==> config.mk <==
export PLATFORM = sky130hd
export DESIGN_NAME = dual_src_fifo_flat
export DESIGN_NICKNAME = d
export VERILOG_FILES = /design/src/rtl/dual_src_fifo_pkg.sv /design/src/rtl/dual_src_fifo_if.sv /design/src/rtl/dual_src_fifo_ptr.sv /design/src/rtl/dual_src_fifo.sv /design/src/flat_wrapper.sv
export SDC_FILE = /design/constraint.sdc
export NUM_CORES = 1
export LEC_CHECK = 0
export ABC_CLOCK_PERIOD_IN_PS = 6200
export CAP_MARGIN = 40
export CORE_MARGIN = 1.5
export CORE_UTILIZATION = 53
export DETAILED_ROUTE_END_ITERATION = 16
export DONT_BUFFER_PORTS = 1
export PLACE_DENSITY = 0.76
export SETUP_SLACK_MARGIN = 0.5
export SYNTH_ARGS = -nofsm -noshare
export SYNTH_HDL_FRONTEND = slang
export SYNTH_SLANG_ARGS = --single-unit
==> constraint.sdc <==
create_clock -name clk -period 6.2 [get_ports clk]
set_input_delay 1.86 -clock clk [delete_from_list [all_inputs] [get_ports clk]]
set_output_delay 1.86 -clock clk [all_outputs]
set_load 0.01 [all_outputs]
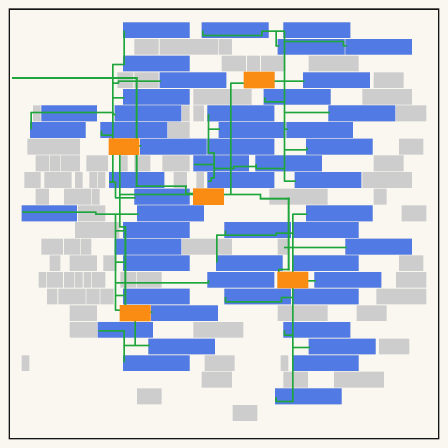
Fig. 1. Clock wires, drivers and flops (run 1).
Key: clock wires = green [length 485 um]; flip-flops = blue [count 51]; clock drivers = orange [count 5]
There are 6 routed clock nets.
P_clk: 0.183 mW
Worst Clk Skew: 0.0118 ns
Late-Pin Clk Latency: 0.31 ns
clock share of power: 21.3%

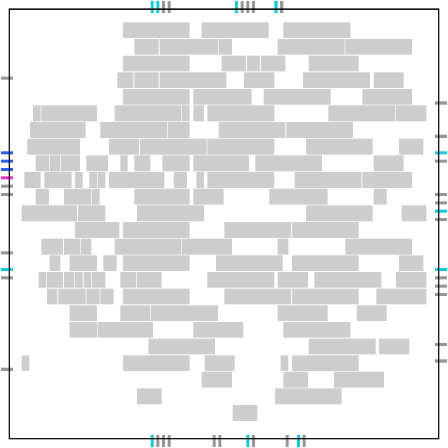
Fig. 2. I/O pins on the die edge (run 1).
Pins as bars across the die edge, other pins in gray.
Key: bus_I2 = cyan [pins 11, direction input, edge 4 top, 3 bottom, 3 right, 1 left]; bus_count = blue [pins 3, direction output, edge left]; bus_full = magenta [pins 1, direction output, edge left]
All pins by edge: 14 right, 11 bottom, 11 left, 10 top.
Die Wd: 69.9 um
count of buffers from port buffering: 0
die y size: 69.9 um

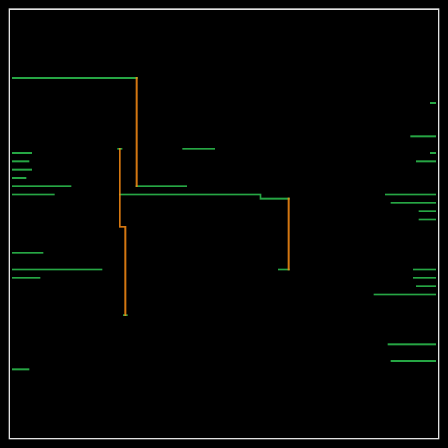
Fig. 3. Signal wires by layer (run 1).
Two of the layers only.
Key: metal 4 = orange [wire length 57.4 um]; metal 3 = green [wire length 180 um]
routed wire length per instance: 19.5 um
GRT Total Usage: 16.8%
vias: 1071

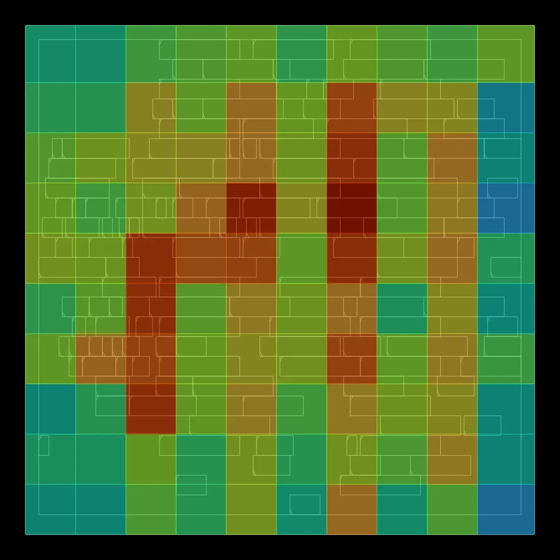
Fig. 4. Track usage over the die (run 1).
Finished Core Util: 57.8%
met3 Resource Use GR: 5.63%
met1 Usage GRT: 17.8%
busiest layer in global routing: met2
M2 GR Usage: 29.8%

==> metrics.csv, run 1 <==
metric,value,unit
Basic Gates by Area,10.9,%
Top cell area share,55.6,%
post-placement cell count,180,
largest net degree at the start of global routing,17,
setup ws final,2.37,ns
aoi share,1.58,%
CTS max path bufs,2,
Num Clock Sinks,51,
Hold Path Class,register to register,
Final period util,61.7,%
initial antenna violation count,0,
Synthesized registers,51,
residual DRC count,0,
Top cells excl fill/tap,"edfxtp_1, mux2_2, mux4_2, nor2b_4",
fin crit period,3.83,ns
wl on met1,1410,um
worst hold path depth,2,
OpenROAD warning count,29,
flop-to-flop setup slack,3.69,ns
RSZ-0062 raised after global routing,false,
Syn Inst Count,133,
Worst EP arrival,1.97,ns
floorplan utilization,54.9,%
slew of the pin with the lowest slew margin,0.760,ns
CTS buffer count,5,
status,completed,
number of antenna cells inserted,0,
CP Capture Type,output pin,
hold buffers post-CTS,0,
vias in the first global route,1223,
startpoint types,register,
Async SR Flop Fraction,13.7,%
dpl ws,2.67,ns
num rows,24,
ANT nets after route,0,
dpl hpwl,2530,um
critical path peak fanout,14,
Final Non-Filler Cells,188,
crit path DRT,4.34,ns
main logic family after synthesis,multiplexers,
WL met3,179,um
CTS tree,yes,
final RePlAce weighted congestion,0.679,
wire length of the first global-routing pass,6000,um
FF-to-FF path depth,10,
share of cells above drive strength 1,29.4,%
num ports,46,
area grow syn2layout,5.16,%
## run 1: cell type report
| type | count | area [um2] | area share (%) |
|---|---|---|---|
| sequential | 51 | 1500 | 59.9 |
| tap | 52 | 65.1 | 2.61 |
| clock buffer | 5 | 68.8 | 2.76 |
| inverter | 6 | 22.5 | 0.902 |
| clock inverter | 3 | 20.0 | 0.802 |
| timing repair buffer | 1 | 7.51 | 0.301 |
| multi-input combinational | 70 | 817 | 32.7 |
## run 1: critical path: stages (launching register included)
cell,delay (ns)
dfrtp_1,0.85
mux4_1,0.64
nor2b_1,0.18
## run 1: report_power, final
part	internal [mW]	total [mW]	switching, mW
clock	0.0785	0.183	0.105
sequential	0.398	0.443	0.0450
combinational	0.114	0.235	0.121
total	0.591	0.861	0.271
Fig. 5: run 1, cell classes on the final placement
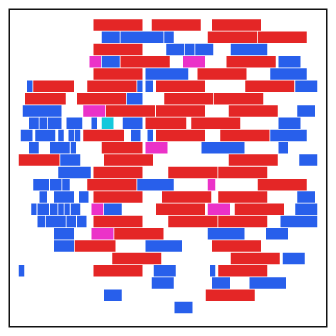

==> run 2, diff against run 1 <==
--- a/config.mk
+++ b/config.mk
@@ -5,7 +5,7 @@
 export SDC_FILE = /design/constraint.sdc
 export NUM_CORES = 1
 export LEC_CHECK = 0
-export ABC_CLOCK_PERIOD_IN_PS = 6200
+export ABC_CLOCK_PERIOD_IN_PS = 3700
 export CAP_MARGIN = 40
 export CORE_MARGIN = 1.5
 export CORE_UTILIZATION = 53
==> constraint.sdc (replaced) <==
create_clock -name clk -period 3.7 [get_ports clk]
set_input_delay 1.11 -clock clk [delete_from_list [all_inputs] [get_ports clk]]
set_output_delay 1.11 -clock clk [all_outputs]
set_load 0.01 [all_outputs]
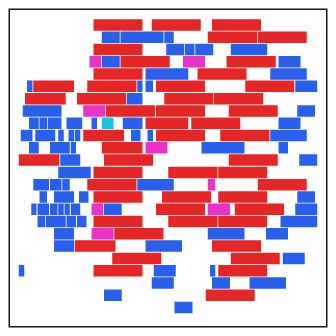
Fig. 6. Cell classes on the final placement (run 2).
Key: combinational and other logic = blue [cells 76, share of their area 34%]; clock drivers and dummy loads = magenta [cells 8, share of their area 3.7%]; remaining buffers and delay cells = cyan [cells 1, share of their area 0.31%]; sequential cells = red [cells 51, share of their area 62%]
final instance area: 2500 um2
core area: 4320 um2
Finished Core Util: 57.8%

==> run 2 against run 1 <==
  * Combinational power increased by 67%
  * Total power increased by 68%
  * Setup slack got worse by 1.5 ns
  * Area after synthesis unchanged
  * Sequential cell count unchanged
  * Cell count unchanged
  * First-iteration DRC count unchanged
  * Final area about the same
==> metrics.csv, run 2 <==
metric,value,unit,change
status,completed,,
OpenROAD warning count,29,,unchanged
Top cells excl fill/tap,"edfxtp_1, mux2_2, mux4_2, nor2b_4, ha_1",,
count of buffers from port buffering,0,,unchanged
CTS max path bufs,2,,unchanged
CTS tree,yes,,
CP bufs+invs,0,,unchanged
Hold Path Class,input pin to async pin,,
crit path DRT,2.59,ns,-1.75 ns
Async SR Flop Fraction,13.7,%,unchanged
Syn Inst Count,133,,unchanged
hold buffers post-CTS,0,,unchanged
Die Wd,69.9,um,unchanged
ANT nets after route,0,,unchanged
dpl hpwl,2530,um,unchanged
Synthesized registers,51,,unchanged
vias in the first global route,1223,,unchanged
flop-to-flop setup slack,1.19,ns,-2.50 ns
CP peak stage delay,0.64,ns,-0.21 ns
critical path peak fanout,14,,unchanged
cells along the critical path,mux4_1 > nor2b_1,,
Basic Gates by Area,10.9,%,unchanged
RSZ-0062 raised after global routing,false,,
num ports,46,,unchanged
setup ws final,0.862,ns,-1.51 ns
crit-path leading delay family,flip-flops,,
share of cells above drive strength 1,30.1,%,+0.74 points
slew of the pin with the lowest slew margin,0.601,ns,-0.159 ns
startpoint types,register,,
Late-Pin Clk Latency,0.31,ns,about the same
final RePlAce weighted congestion,0.679,,unchanged
Final period util,76.7,%,
FF-to-FF path depth,10,,unchanged
initial antenna violation count,0,,unchanged
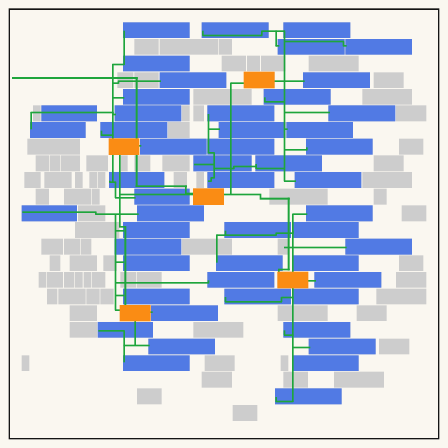
Fig. 7. Clock wires, drivers and flops (run 2).
Key: clock drivers = orange [count 5]; clock wires = green [length 485 um]; flip-flops = blue [count 51]
There are 6 routed clock nets.
Worst Clk Skew: 0.0118 ns
P_clk: 0.307 mW

-- run 2: layer usage --
metal	vias up	global-route usage [%]	wire length (um)
met5	-	0	0
met4	0	8.55	57
met3	7	5.63	179
met2	32	29.8	2030
met1	528	17.8	1410
li1	504	-	-
-- run 2: layout make-up --
type                       instances  area, um2
clock buffer                       5       68.8
clock inverter                     3       20.0
fill                             332       1830
inverter                           6       22.5
multi-input combinational         70        817
sequential                        51       1500
tap                               52       65.1
timing repair buffer               1       7.51
-- run 2: report_power, final --
part           internal, mW  switching [mW]
sequential            0.668          0.0753
combinational         0.191           0.202
clock                 0.132           0.176
-- run 2: repair_timing --
item,CTS,global route
endpoints found under the setup margin,0,1
setup buffers,0,0
resized,0,1
Power is estimated from default activity; no workload was simulated.
